$ cat src/rtl/riscv_mp_rf_if.sv
// Register file port bundle: read/pending-check side from issue, write side from writeback.
interface riscv_mp_rf_if #(
  parameter int NUM_REGS     = 32,
  parameter int DATA_WIDTH   = 32,
  parameter int NUM_RD_PORTS = 2,
  parameter int NUM_WR_PORTS = 1
);
  localparam int ADDR_W = $clog2(NUM_REGS);

  logic [NUM_RD_PORTS*ADDR_W-1:0]     rd_addr;
  logic [NUM_RD_PORTS*DATA_WIDTH-1:0] rd_data;
  logic [NUM_RD_PORTS-1:0]            rd_busy;
  logic [NUM_WR_PORTS-1:0]            wr_en;
  logic [NUM_WR_PORTS*ADDR_W-1:0]     wr_addr;
  logic [NUM_WR_PORTS*DATA_WIDTH-1:0] wr_data;
  logic                               pend_set;
  logic [ADDR_W-1:0]                  pend_addr;

  modport master (
    output rd_addr, wr_en, wr_addr, wr_data, pend_set, pend_addr,
    input  rd_data, rd_busy
  );
  modport slave (
    input  rd_addr, wr_en, wr_addr, wr_data, pend_set, pend_addr,
    output rd_data, rd_busy
  );
endinterface

$ cat src/rtl/riscv_mp_rf.sv
// Multi-port integer register file with optional write-to-read bypass and per-register pending bits.
module riscv_mp_rf_rd_lane #(
  parameter int NUM_REGS     = 32,
  parameter int DATA_WIDTH   = 32,
  parameter int NUM_WR_PORTS = 1,
  parameter int BYPASS       = 1,
  parameter int ADDR_W       = 5
) (
  input  logic                               rst_n,
  input  logic [ADDR_W-1:0]                  addr,
  input  logic [NUM_REGS-1:0][DATA_WIDTH-1:0] mem,
  input  logic [NUM_REGS-1:0]                pend,
  input  logic [NUM_WR_PORTS-1:0]            wr_en,
  input  logic [NUM_WR_PORTS*ADDR_W-1:0]     wr_addr,
  input  logic [NUM_WR_PORTS*DATA_WIDTH-1:0] wr_data,
  input  logic                               pend_set,
  input  logic [ADDR_W-1:0]                  pend_addr,
  output logic [DATA_WIDTH-1:0]              data,
  output logic                               busy
);
  logic                  hit;
  logic [DATA_WIDTH-1:0] byp;

  // Ascending scan so the highest-index matching write port wins.
  always_comb begin
    hit = 1'b0;
    byp = '0;
    for (int w = 0; w < NUM_WR_PORTS; w++) begin
      if (wr_en[w] && wr_addr[w*ADDR_W +: ADDR_W] == addr) begin
        hit = 1'b1;
        byp = wr_data[w*DATA_WIDTH +: DATA_WIDTH];
      end
    end
    if (addr == '0) hit = 1'b0;
  end

  // Reset gating keeps a write presented during reset from leaking through the bypass.
  always_comb begin
    data = '0;
    busy = pend[addr];
    if (rst_n) begin
      if (BYPASS != 0 && hit) data = byp;
      else                    data = mem[addr];
    end
    if (BYPASS != 0 && hit && !(pend_set && pend_addr == addr)) busy = 1'b0;
  end
endmodule

module riscv_mp_rf #(
  parameter int NUM_REGS     = 32,
  parameter int DATA_WIDTH   = 32,
  parameter int NUM_RD_PORTS = 2,
  parameter int NUM_WR_PORTS = 1,
  parameter int BYPASS       = 1
) (
  input logic           clk,
  input logic           rst_n,
  riscv_mp_rf_if.slave  bus
);
  localparam int ADDR_W = $clog2(NUM_REGS);

  logic [NUM_REGS-1:0][DATA_WIDTH-1:0] mem;
  logic [NUM_REGS-1:0]                 pend;

  assign mem[0]  = '0;
  assign pend[0] = 1'b0;

  for (genvar r = 1; r < NUM_REGS; r++) begin : g_reg
    logic                  we;
    logic [DATA_WIDTH-1:0] wd;
    logic [DATA_WIDTH-1:0] q;
    logic                  p;

    always_comb begin
      we = 1'b0;
      wd = '0;
      for (int w = 0; w < NUM_WR_PORTS; w++) begin
        if (bus.wr_en[w] && bus.wr_addr[w*ADDR_W +: ADDR_W] == ADDR_W'(r)) begin
          we = 1'b1;
          wd = bus.wr_data[w*DATA_WIDTH +: DATA_WIDTH];
        end
      end
    end

    always_ff @(posedge clk or negedge rst_n) begin
      if (!rst_n)  q <= '0;
      else if (we) q <= wd;
    end

    // A new producer issued in the same cycle as the old one retires keeps the bit set.
    always_ff @(posedge clk or negedge rst_n) begin
      if (!rst_n)                                           p <= 1'b0;
      else if (bus.pend_set && bus.pend_addr == ADDR_W'(r)) p <= 1'b1;
      else if (we)                                          p <= 1'b0;
    end

    assign mem[r]  = q;
    assign pend[r] = p;
  end

  for (genvar i = 0; i < NUM_RD_PORTS; i++) begin : g_rd
    riscv_mp_rf_rd_lane #(
      .NUM_REGS     (NUM_REGS),
      .DATA_WIDTH   (DATA_WIDTH),
      .NUM_WR_PORTS (NUM_WR_PORTS),
      .BYPASS       (BYPASS),
      .ADDR_W       (ADDR_W)
    ) u_lane (
      .rst_n     (rst_n),
      .addr      (bus.rd_addr[i*ADDR_W +: ADDR_W]),
      .mem       (mem),
      .pend      (pend),
      .wr_en     (bus.wr_en),
      .wr_addr   (bus.wr_addr),
      .wr_data   (bus.wr_data),
      .pend_set  (bus.pend_set),
      .pend_addr (bus.pend_addr),
      .data      (bus.rd_data[i*DATA_WIDTH +: DATA_WIDTH]),
      .busy      (bus.rd_busy[i])
    );
  end
endmodule

$ cat src/flat_wrapper.sv
// flat-port wrapper written by rule: the top's interface ports become plain ports
module riscv_mp_rf_flat 
#(
  parameter int NUM_REGS     = 32,
  parameter int DATA_WIDTH   = 32,
  parameter int NUM_RD_PORTS = 2,
  parameter int NUM_WR_PORTS = 1,
  parameter int BYPASS       = 1
)
  (clk, rst_n, bus_rd_addr, bus_wr_en, bus_wr_addr, bus_wr_data, bus_pend_set, bus_pend_addr, bus_rd_data, bus_rd_busy);
  riscv_mp_rf_if #(.NUM_REGS(NUM_REGS), .DATA_WIDTH(DATA_WIDTH), .NUM_RD_PORTS(NUM_RD_PORTS), .NUM_WR_PORTS(NUM_WR_PORTS)) bus_i ();
  input logic clk;
  input logic rst_n;
  input wire logic [$bits(bus_i.rd_addr)-1:0] bus_rd_addr;
  input wire logic [$bits(bus_i.wr_en)-1:0] bus_wr_en;
  input wire logic [$bits(bus_i.wr_addr)-1:0] bus_wr_addr;
  input wire logic [$bits(bus_i.wr_data)-1:0] bus_wr_data;
  input wire logic [$bits(bus_i.pend_set)-1:0] bus_pend_set;
  input wire logic [$bits(bus_i.pend_addr)-1:0] bus_pend_addr;
  output wire logic [$bits(bus_i.rd_data)-1:0] bus_rd_data;
  output wire logic [$bits(bus_i.rd_busy)-1:0] bus_rd_busy;
  assign bus_i.rd_addr = bus_rd_addr;
  assign bus_i.wr_en = bus_wr_en;
  assign bus_i.wr_addr = bus_wr_addr;
  assign bus_i.wr_data = bus_wr_data;
  assign bus_i.pend_set = bus_pend_set;
  assign bus_i.pend_addr = bus_pend_addr;
  assign bus_rd_data = bus_i.rd_data;
  assign bus_rd_busy = bus_i.rd_busy;
  riscv_mp_rf #(.NUM_REGS(NUM_REGS), .DATA_WIDTH(DATA_WIDTH), .NUM_RD_PORTS(NUM_RD_PORTS), .NUM_WR_PORTS(NUM_WR_PORTS), .BYPASS(BYPASS)) u_core (.clk(clk), .rst_n(rst_n), .bus(bus_i));
endmodule
$ cat config.mk
export PLATFORM = sky130hd
export DESIGN_NAME = riscv_mp_rf_flat
export DESIGN_NICKNAME = d
export VERILOG_FILES = /design/src/rtl/riscv_mp_rf_if.sv /design/src/rtl/riscv_mp_rf.sv /design/src/flat_wrapper.sv
export SDC_FILE = /design/constraint.sdc
export NUM_CORES = 2
export LEC_CHECK = 0
export CAP_MARGIN = 0
export CORE_MARGIN = 2
export CORE_UTILIZATION = 50
export DETAILED_ROUTE_END_ITERATION = 12
export MAX_ROUTING_LAYER = met4
export PLACE_DENSITY_LB_ADDON = 0.3
export SLEW_MARGIN = 20
export SYNTH_ARGS = -nofsm -noshare
export SYNTH_HDL_FRONTEND = slang
export SYNTH_HIERARCHICAL = 1
export SYNTH_SLANG_ARGS = --single-unit
export TNS_END_PERCENT = 1
$ cat constraint.sdc
create_clock -name clk -period 3.4 [get_ports clk]
set_input_delay 0.68 -clock clk [delete_from_list [all_inputs] [get_ports clk]]
set_output_delay 0.68 -clock clk [all_outputs]
set_load 0.02 [all_outputs]
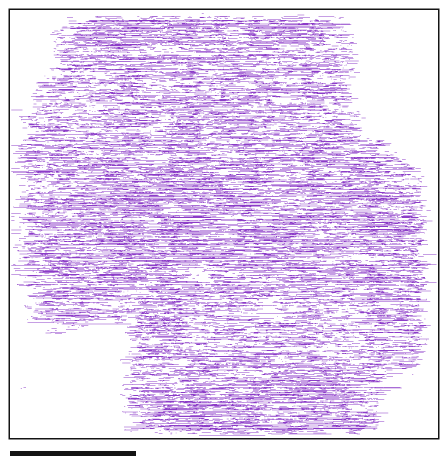
(the metal 1 layer)
Bar = 100 microns.
wire length on this layer: 72.5 mm
main direction: horizontal
share of all routed wire: 40%
wirelength, routed: 182 mm
routed vias: 39600
met1 Use GR: 42.5%

==> flow_summary_export.csv <==
group,metric,value,unit
route,firstDrtPassIters,5,
clocking,clock.latency.late_pin,670,ps
finish,layout-drive-gt1-share,52.0,%
sta,clock.fmax,290,MHz
setup_path,critPathLaunch,"bus_rd_addr[4]",
die,ios,122,
global_route,grt_first_pass_wirelength,270,mm
route,wl_per_cell,30.9,microns
sta,hold_viol_final,0,
synth,top_cell,"dfrtp_1",
clocking,clock-root-buffer,"clkbuf_16",
setup_path,start_kind,"input pin",
placed_design,io_buffers,121,
sta,layout_min_cycle_time,3450,ps
outcome,violations,"negative setup slack",
synth,yosysTopAreaCellShare,45.6,%
clocking,cts_setup_buffers,42,
die,chipArea,115000,sq um
setup_path,crit_arrival,2770,ps
sta,setup_ws,-45.3,ps
clocking,cts-buffers-inserted,109,
finish,nets,4354,
flow_run,warnings,49,
sta,relSlewSlack,34.0,%
flow_run,drv_cap,0,
clocking,cts_max_path_buffers,3,
sta,setup_violations,19,
sta,fin_setup_tns,-316,ps
synth,ys_async_sr_fraction,100,%
finish,syn_to_final_growth,20.2,%
clocking,cts_hold_buffers,1,
synth,edf_count,0,
outcome,status,"finished, violations left",
placed_design,hpwl,117,mm
route,drc,0,
sta,final_max_slew_viol_count,0,
route,drt_iter0_drc,3736,
synth,synth-main-ff-cell,"dfrtp_1",
synth,postSynthSeqShare,45.6,%
synth,yosys_area,56100,sq um
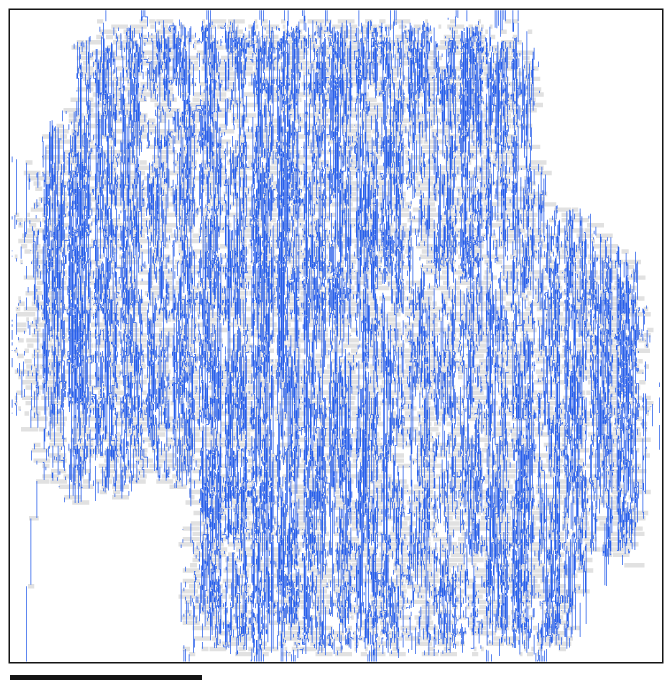
(metal 2)
Bar = 100 microns.
main direction: vertical
wire length on this layer: 83.2 mm
share of all routed wire: 46%
nets with wire on the layer: 4040

[worst min-delay path by stage]
stage | startpoint | to | slack (ps) | cells past startpoint
global route | rst_n | u_core/g_reg[28].p$_DFFE_PN0P_ | 430 | 2
floorplan | rst_n | u_core/g_reg[10].p$_DFFE_PN0P_ | 380 | 0
CTS | rst_n | u_core/g_reg[31].p$_DFFE_PN0P_ | 420 | 2
finish | rst_n | u_core/g_reg[20].p$_DFFE_PN0P_ | 430 | 2
global placement | u_core/g_reg[20].p$_DFFE_PN0P_ | u_core/g_reg[20].p$_DFFE_PN0P_ | 490 | 1
detailed placement | u_core/g_reg[12].q[8]$_DFFE_PN0P_ | u_core/g_reg[12].q[8]$_DFFE_PN0P_ | 500 | 1
[per-layer routing]
| layer | global-route usage [%] | vias to the layer above | routed length, microns |
|---|---|---|---|
| met2 | 48.3 | 1926 | 83200 |
| met3 | 6.93 | 510 | 16300 |
| met1 | 42.5 | 21100 | 72500 |
| li1 | - | 16100 | - |
| met4 | 15.8 | 0 | 9820 |
| met5 | - | - | 0 |
[placed cells by master, fill, tap and decap left out, types with 18 or more instances in the layout]
cell,instances
mux2_2,978
conb_1,66
buf_12,145
o21bai_1,61
a211o_1,62
buf_2,46
dfrtp_1,1023
clkinv_2,24
clkbuf_16,109
buf_6,21
clkbuf_1,21
mux2i_1,271
a221oi_1,124
clkbuf_8,27
a22oi_2,19
a21oi_1,66
a22oi_1,171
mux4_2,392
nor2_4,18
o21ai_0,22
buf_4,392
a211oi_1,57
clkdlybuf4s50_1,39
[power breakdown]
| group | switching, mW | total (mW) | leakage, nW | internal [mW] |
|---|---|---|---|---|
| sequential | 1.75 | 16.3 | 13.1 | 14.6 |
| clock | 5.08 | 12.1 | 1.81 | 7.02 |
| combinational | 3.40 | 8.26 | 15.1 | 4.86 |
[flip-flops by register name, summed over array words and instances, names as in the netlist]
name and count:
u_core/g.q 992, u_core/g.p 31
[kinds of logic (layout without fill, tap and decap cells)]
family          count (synthesis)  after routing  share of synthesized area, %
other cells                     1             71                       0.00668
mux                          1658           1658                          40.5
compound gates                639            639                          8.64
flops                        1023           1023                          45.6
buf+inv                       436            878                          3.91
simple gates                  105            105                          1.06
xor+xnor                       18             18                         0.281
[area by class of cell]
type                       instances  area [sq um]
fill                            8410         43500
multi-input combinational       2486         29200
sequential                      1023         25600
timing repair buffer             669          7180
clock buffer                     157          3180
tap                             1488          1860
clock inverter                    43           480
inverter                           9          33.8
antenna                            5          12.5
[stage by stage]
stage	area, sq um	setup WS (ps)	utilization [%]	cells	hold WS, ps
floorplan	56400	393	-	3945	384
global placement	63000	-676	56.8	5618	486
detailed placement	63000	-700	56.8	5618	499
CTS	67200	-49.6	60.5	5865	424
global route	67500	-52.8	60.8	5878	434
finish	67500	-45.3	60.8	5880	425
[worst max-delay path, stage by stage]
cell and delay (ps):
buf_2 350, and2_1 250, a21oi_4 50, buf_4 140
o311ai_4 320, buf_6 220, buf_12 190, a21oi_1 60
a211o_1 280, buf_2 160
No activity file was given, so power comes from the tool's default toggle rates.
